m2.png
Drawn at 1 px/um.
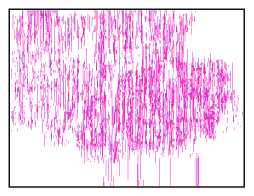
m3.png
Drawn at 1 px/um. Cells faint in the background.
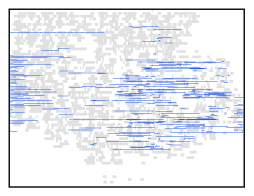
clock_nets.png
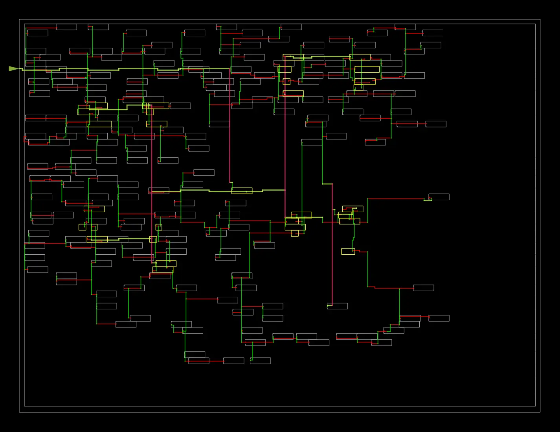
floorplan.png
Drawn at 1.5 px/um. Pins as bars on the die edge. Tap cells in grey.
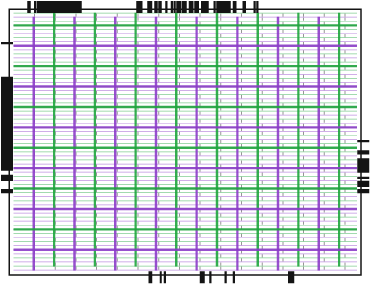
<file path="config.mk">
export PLATFORM = sky130hd
export DESIGN_NAME = ex_stage
export DESIGN_NICKNAME = d
export VERILOG_FILES = /design/src/rtl/ex_stage.sv
export SDC_FILE = /design/constraint.sdc
export NUM_CORES = 1
export LEC_CHECK = 0
export CAP_MARGIN = 20
export CORE_ASPECT_RATIO = 0.75
export CORE_MARGIN = 2
export CORE_UTILIZATION = 33
export DETAILED_ROUTE_END_ITERATION = 6
export SYNTH_ARGS = -nofsm -noshare
export SYNTH_HDL_FRONTEND = slang
export SYNTH_SLANG_ARGS = --single-unit
</file>
<file path="constraint.sdc">
create_clock -name clk -period 10.5 [get_ports clk]
set_clock_uncertainty 0.15 [all_clocks]
set_input_delay 2.1 -clock clk [delete_from_list [all_inputs] [get_ports clk]]
set_output_delay 2.1 -clock clk [all_outputs]
set_load 0.1 [all_outputs]
</file>
<file path="src/rtl/ex_stage.sv">
// ex_stage: execute stage of the 16-bit pipeline with ALU, branch resolve,
// iterative 16-cycle shift-add multiplier and the EX/MEM pipeline register.
//   clk, reset            : clock, asynchronous active-high reset
//   in_valid, stall_in    : ID/EX valid, memory stage back-pressure
//   flush                 : kill EX/MEM contents and any in-flight MUL
//   ALUop, AluSrc         : operation select, second operand select
//   OperandA/B, Immediate : operands; PC : incremented PC
//   BranchType            : none/BEQ/BNE/BGT(signed)
//   sig_in, RegDst_in, RegWr_in : control passed through to memory stage
//   AluResult, Immediate2, PC2, DataMemory, signals, RegDst, RegWr, out_valid : EX/MEM register
//   busy      : multiplier occupied (registered)
//   stall_out : busy | stall_in, holds ID/EX upstream
//   taken     : combinational branch decision for the accepted instruction
module ex_stage (
    input  logic        clk,
    input  logic        reset,
    input  logic        in_valid,
    input  logic        stall_in,
    input  logic        flush,
    input  logic [2:0]  ALUop,
    input  logic [15:0] OperandA,
    input  logic [15:0] OperandB,
    input  logic [15:0] Immediate,
    input  logic        AluSrc,
    input  logic [15:0] PC,
    input  logic [1:0]  BranchType,
    input  logic [6:0]  sig_in,
    input  logic [2:0]  RegDst_in,
    input  logic        RegWr_in,
    output logic [15:0] AluResult,
    output logic [15:0] Immediate2,
    output logic [15:0] PC2,
    output logic [15:0] DataMemory,
    output logic [6:0]  signals,
    output logic [2:0]  RegDst,
    output logic        RegWr,
    output logic        out_valid,
    output logic        busy,
    output logic        stall_out,
    output logic        taken
);
    typedef enum logic [1:0] {IDLE, MUL, DONE} state_t;
    state_t      state_q, state_d;
    logic [15:0] mcand_q, mcand_d, mplier_q, mplier_d, acc_q, acc_d;
    logic [3:0]  cnt_q, cnt_d;
    logic [15:0] pcl_q, pcl_d, imml_q, imml_d, opbl_q, opbl_d;
    logic [6:0]  sigl_q, sigl_d;
    logic [2:0]  rdl_q, rdl_d;
    logic        rwl_q, rwl_d;
    logic [15:0] res_q, res_d, imm2_q, imm2_d, pc2_q, pc2_d, dm_q, dm_d;
    logic [6:0]  sig_q, sig_d;
    logic [2:0]  rd_q, rd_d;
    logic        rw_q, rw_d, ov_q, ov_d;
    logic [15:0] opb, alu;
    logic        accept, cond, bub;

    assign opb = AluSrc ? Immediate : OperandB;
    assign accept = in_valid & ~busy & ~stall_in & ~flush;
    assign alu = ALUop == 3'b000 ? OperandA & opb :
                 ALUop == 3'b001 ? OperandA + opb :
                 ALUop == 3'b010 ? OperandA - opb :
                 ALUop == 3'b011 ? OperandA << opb[3:0] :
                 ALUop == 3'b100 ? OperandA >> opb[3:0] : opb;
    // Branches always compare the register operands, never the immediate.
    assign cond = BranchType == 2'b01 ? OperandA == OperandB :
                  BranchType == 2'b10 ? OperandA != OperandB :
                  BranchType == 2'b11 ? $signed(OperandA) > $signed(OperandB) : 1'b0;
    assign taken = accept & cond;
    assign busy = state_q != IDLE;
    assign stall_out = busy | stall_in;

    assign AluResult  = res_q;
    assign Immediate2 = imm2_q;
    assign PC2        = pc2_q;
    assign DataMemory = dm_q;
    assign signals    = sig_q;
    assign RegDst     = rd_q;
    assign RegWr      = rw_q;
    assign out_valid  = ov_q;

    always_comb begin
        state_d = state_q;
        mcand_d = mcand_q;
        mplier_d = mplier_q;
        acc_d = acc_q;
        cnt_d = cnt_q;
        pcl_d = pcl_q;
        imml_d = imml_q;
        opbl_d = opbl_q;
        sigl_d = sigl_q;
        rdl_d = rdl_q;
        rwl_d = rwl_q;
        res_d = res_q;
        imm2_d = imm2_q;
        pc2_d = pc2_q;
        dm_d = dm_q;
        sig_d = sig_q;
        rd_d = rd_q;
        rw_d = rw_q;
        ov_d = ov_q;
        bub = 1'b0;
        if (flush) begin
            state_d = IDLE;
            bub = 1'b1;
        end else begin
            case (state_q)
                IDLE: begin
                    if (accept && ALUop == 3'b101) begin
                        mcand_d = OperandA;
                        mplier_d = opb;
                        acc_d = '0;
                        cnt_d = '0;
                        pcl_d = PC;
                        imml_d = Immediate;
                        opbl_d = OperandB;
                        sigl_d = sig_in;
                        rdl_d = RegDst_in;
                        rwl_d = RegWr_in;
                        bub = 1'b1;
                        state_d = MUL;
                    end else if (accept) begin
                        res_d = alu;
                        imm2_d = Immediate;
                        pc2_d = PC;
                        dm_d = OperandB;
                        sig_d = sig_in;
                        rd_d = RegDst_in;
                        rw_d = RegWr_in;
                        ov_d = 1'b1;
                    end else if (!stall_in) begin
                        bub = 1'b1;
                    end
                end
                // The engine iterates regardless of stall_in; EX/MEM already holds a bubble.
                MUL: begin
                    acc_d = acc_q + (mplier_q[0] ? mcand_q : 16'd0);
                    mcand_d = mcand_q << 1;
                    mplier_d = mplier_q >> 1;
                    cnt_d = cnt_q + 4'd1;
                    if (cnt_q == 4'd15)
                        state_d = DONE;
                end
                DONE: begin
                    if (!stall_in) begin
                        res_d = acc_q;
                        imm2_d = imml_q;
                        pc2_d = pcl_q;
                        dm_d = opbl_q;
                        sig_d = sigl_q;
                        rd_d = rdl_q;
                        rw_d = rwl_q;
                        ov_d = 1'b1;
                        state_d = IDLE;
                    end
                end
                default: state_d = IDLE;
            endcase
        end
        if (bub) begin
            res_d = '0;
            imm2_d = '0;
            pc2_d = '0;
            dm_d = '0;
            sig_d = '0;
            rd_d = '0;
            rw_d = 1'b0;
            ov_d = 1'b0;
        end
    end

    always_ff @(posedge clk or posedge reset) begin
        if (reset) begin
            state_q <= IDLE;
            mcand_q <= '0;
            mplier_q <= '0;
            acc_q <= '0;
            cnt_q <= '0;
            pcl_q <= '0;
            imml_q <= '0;
            opbl_q <= '0;
            sigl_q <= '0;
            rdl_q <= '0;
            rwl_q <= 1'b0;
            res_q <= '0;
            imm2_q <= '0;
            pc2_q <= '0;
            dm_q <= '0;
            sig_q <= '0;
            rd_q <= '0;
            rw_q <= 1'b0;
            ov_q <= 1'b0;
        end else begin
            state_q <= state_d;
            mcand_q <= mcand_d;
            mplier_q <= mplier_d;
            acc_q <= acc_d;
            cnt_q <= cnt_d;
            pcl_q <= pcl_d;
            imml_q <= imml_d;
            opbl_q <= opbl_d;
            sigl_q <= sigl_d;
            rdl_q <= rdl_d;
            rwl_q <= rwl_d;
            res_q <= res_d;
            imm2_q <= imm2_d;
            pc2_q <= pc2_d;
            dm_q <= dm_d;
            sig_q <= sig_d;
            rd_q <= rd_d;
            rw_q <= rw_d;
            ov_q <= ov_d;
        end
    end
endmodule

</file>
==> writeup.txt <==
For this run the top cell type by instance count after synthesis was nand2_1. The final timing report lists a hold violation count of 0. The signal on the critical path passes through clkdlybuf4s50_1 > ha_1 > nand4_1 > nor3_1 > nand3_1 > or3_1 > or3b_2 > a21oi_1 > clkdlybuf4s50_1. Per the OpenROAD floorplan log, the area of the core is 39300 sq um.

For this run, the number of Yosys warnings is 0. Power comes to 2.28 mW. The smallest clock period supported by the final layout is computed as 8.25 ns. The timing report shows that the slowest cell on the worst path is clkdlybuf4s50_1. The worst VDD IR drop from the latest analysis is 0.114 mV.

Of the available clock period, the critical path in the final layout requires 78.6%. The share of final-layout standard cells stronger than drive strength 1 was 9.97%; the final estimated routing congestion in global placement was 0.996. Yosys mapped the design onto 86 distinct sky130hd cell types.

The flow ran to the end, and the final reports show no timing, DRC or antenna violations. The area share of the largest cell type after synthesis was 36.3%. The report puts the hold buffer count at CTS at 0.

The floorplan report gives the top-level pin count as 165. In the synthesized netlist the dominant register cell turns out to be dfrtp_1. Data on the critical path arrives at its endpoint at 6.00 ns.

After synthesis, the cell types taking the most area are dfrtp_1 36%, mux2i_1 7.6%, nand2_1 6.5%. Ranked by instance count, the synthesized netlist is headed by 227 x nand2_1, 189 x dfrtp_1, 131 x o21ai_0, 99 x mux2i_1, 88 x a21oi_1. The max capacitance violation total is 0. The number of gates resized after CTS was 0. Synthesis handed over a netlist of 1476 instances. The first-pass GRT wire length was 71100 um.

Summed over all layers, the global routing overflow is 0. Largest driver fanout on the critical path: 11. met1 is the most crowded layer.

The count of buffers added on input and output ports is 164. The number of antenna violations at the first check in global routing came out at 3. For this run, the post-layout net count is 1747.

The met3 track utilization from global routing came out at 5.41%. Global routing used 22.5% of the available tracks. In the final layout, flip-flops and latches occupy 4730 sq um.
About m2.png:
nets with wire on the layer: 1431
main direction: vertical
longest straight run: 60.5 um
share of all routed wire: 42%
Vias: 12.0k
final wirelength: 46700 um

About m3.png:
share of all routed wire: 9.0%
longest straight run: 91.1 um
nets with wire on the layer: 196
wire length on this layer: 4210 um

About clock_nets.png:
clock buffer count from CTS: 17
power attributed to the clock group: 704 uW
worst-skew pair later-pin latency: 0.45 ns
clock sink count: 189

About floorplan.png:
legend:
  purple:
    net: VSS
  green:
    net: VDD
rows: 63
signal pins: 165

==> critical path: cells and delay by family <==
kind	cells	cell delay (ns)
and+or+nand+nor	5	1.30
AOI/OAI and AO/OA	1	0.16
buffers and inverters	2	1.92
adders and majority gates	1	0.50
==> layout by cell type (no fill, tap or decap), types with 34 or more instances in the layout <==
cell and instances:
nand2_1 227, dfrtp_1 189, clkdlybuf4s50_1 164, o21ai_0 131, mux2i_1 97, a21oi_1 88
nor2_1 79, ha_1 66, mux2_2 62, inv_1 47, o21ai_1 35, nand3_1 34
==> final cells by class <==
cell class | instances | area share (%)
clock buffer | 17 | 2.70
clock inverter | 15 | 1.27
inverter | 53 | 1.33
multi-input combinational | 1137 | 48.6
sequential | 189 | 30.0
tap | 520 | 4.13
timing repair buffer | 194 | 11.9
==> sequential cells by signal (all words and copies together) (netlist names), 4 cells and up <==
name and flops:
DataMemory 16, mplier_q 16, PC2 16, mcand_q 16
AluResult 16, opbl_q 16, sigl_q 7, acc_q 16
cnt_q 4, imml_q 16, signals 7, Immediate2 16
pcl_q 16
==> metrics by stage <==
stage / instance area [sq um] / hold WS [ns] / utilization (%) / setup slack, ns
finish: 15800 / 0.330 / 40.1 / 2.25
detailed placement: 15100 / 0.313 / 38.5 / 2.26
global placement: 15100 / 0.310 / 38.5 / 2.34
CTS: 15700 / 0.332 / 40.1 / 2.25
floorplan: 13000 / 0.295 / - / 3.11
global route: 15800 / 0.353 / 40.1 / 2.08
==> power breakdown <==
group / total [mW] / leakage [nW] / switching, mW / internal (mW)
Clock: 0.704 / 0.298 / 0.339 / 0.365
Combinational: 0.670 / 4.15 / 0.418 / 0.252
Sequential: 0.905 / 2.50 / 0.0777 / 0.827
Total: 2.28 / 6.94 / 0.835 / 1.44
==> final timing paths <==
check,start,end,cells after the start
max,OperandA[10],taken,9
min,out_valid,out_valid,2
max reg2reg,mplier_q[0],acc_q[12],11
min reg2reg,out_valid,out_valid,2
max in group asynchronous,reset,opbl_q[6],3
min in group asynchronous,reset,RegDst[1],2
==> routing by layer <==
layer | share of wire [%] | up-vias
met1 | 48 | 5919
met3 | 9.0 | 49
met2 | 42 | 485
li1 | - | 5516
met5 | 0.073 | -
met4 | 1.3 | 6
==> logic make-up (layout without fill, tap and decap cells) <==
| kind of cell | count (synthesis) | after routing | synth area share, % |
|---|---|---|---|
| and+or+nand+nor | 447 | 447 | 15.4 |
| AOI/OAI and AO/OA | 420 | 420 | 19.9 |
| DFF | 189 | 189 | 36.3 |
| muxes | 168 | 168 | 14.1 |
| buffers and inverters | 150 | 279 | 5.37 |
| adders and majority gates | 70 | 70 | 6.87 |
| xor gates and xnor gates | 32 | 32 | 2.15 |
No activity file was given, so power comes from the tool's default toggle rates.
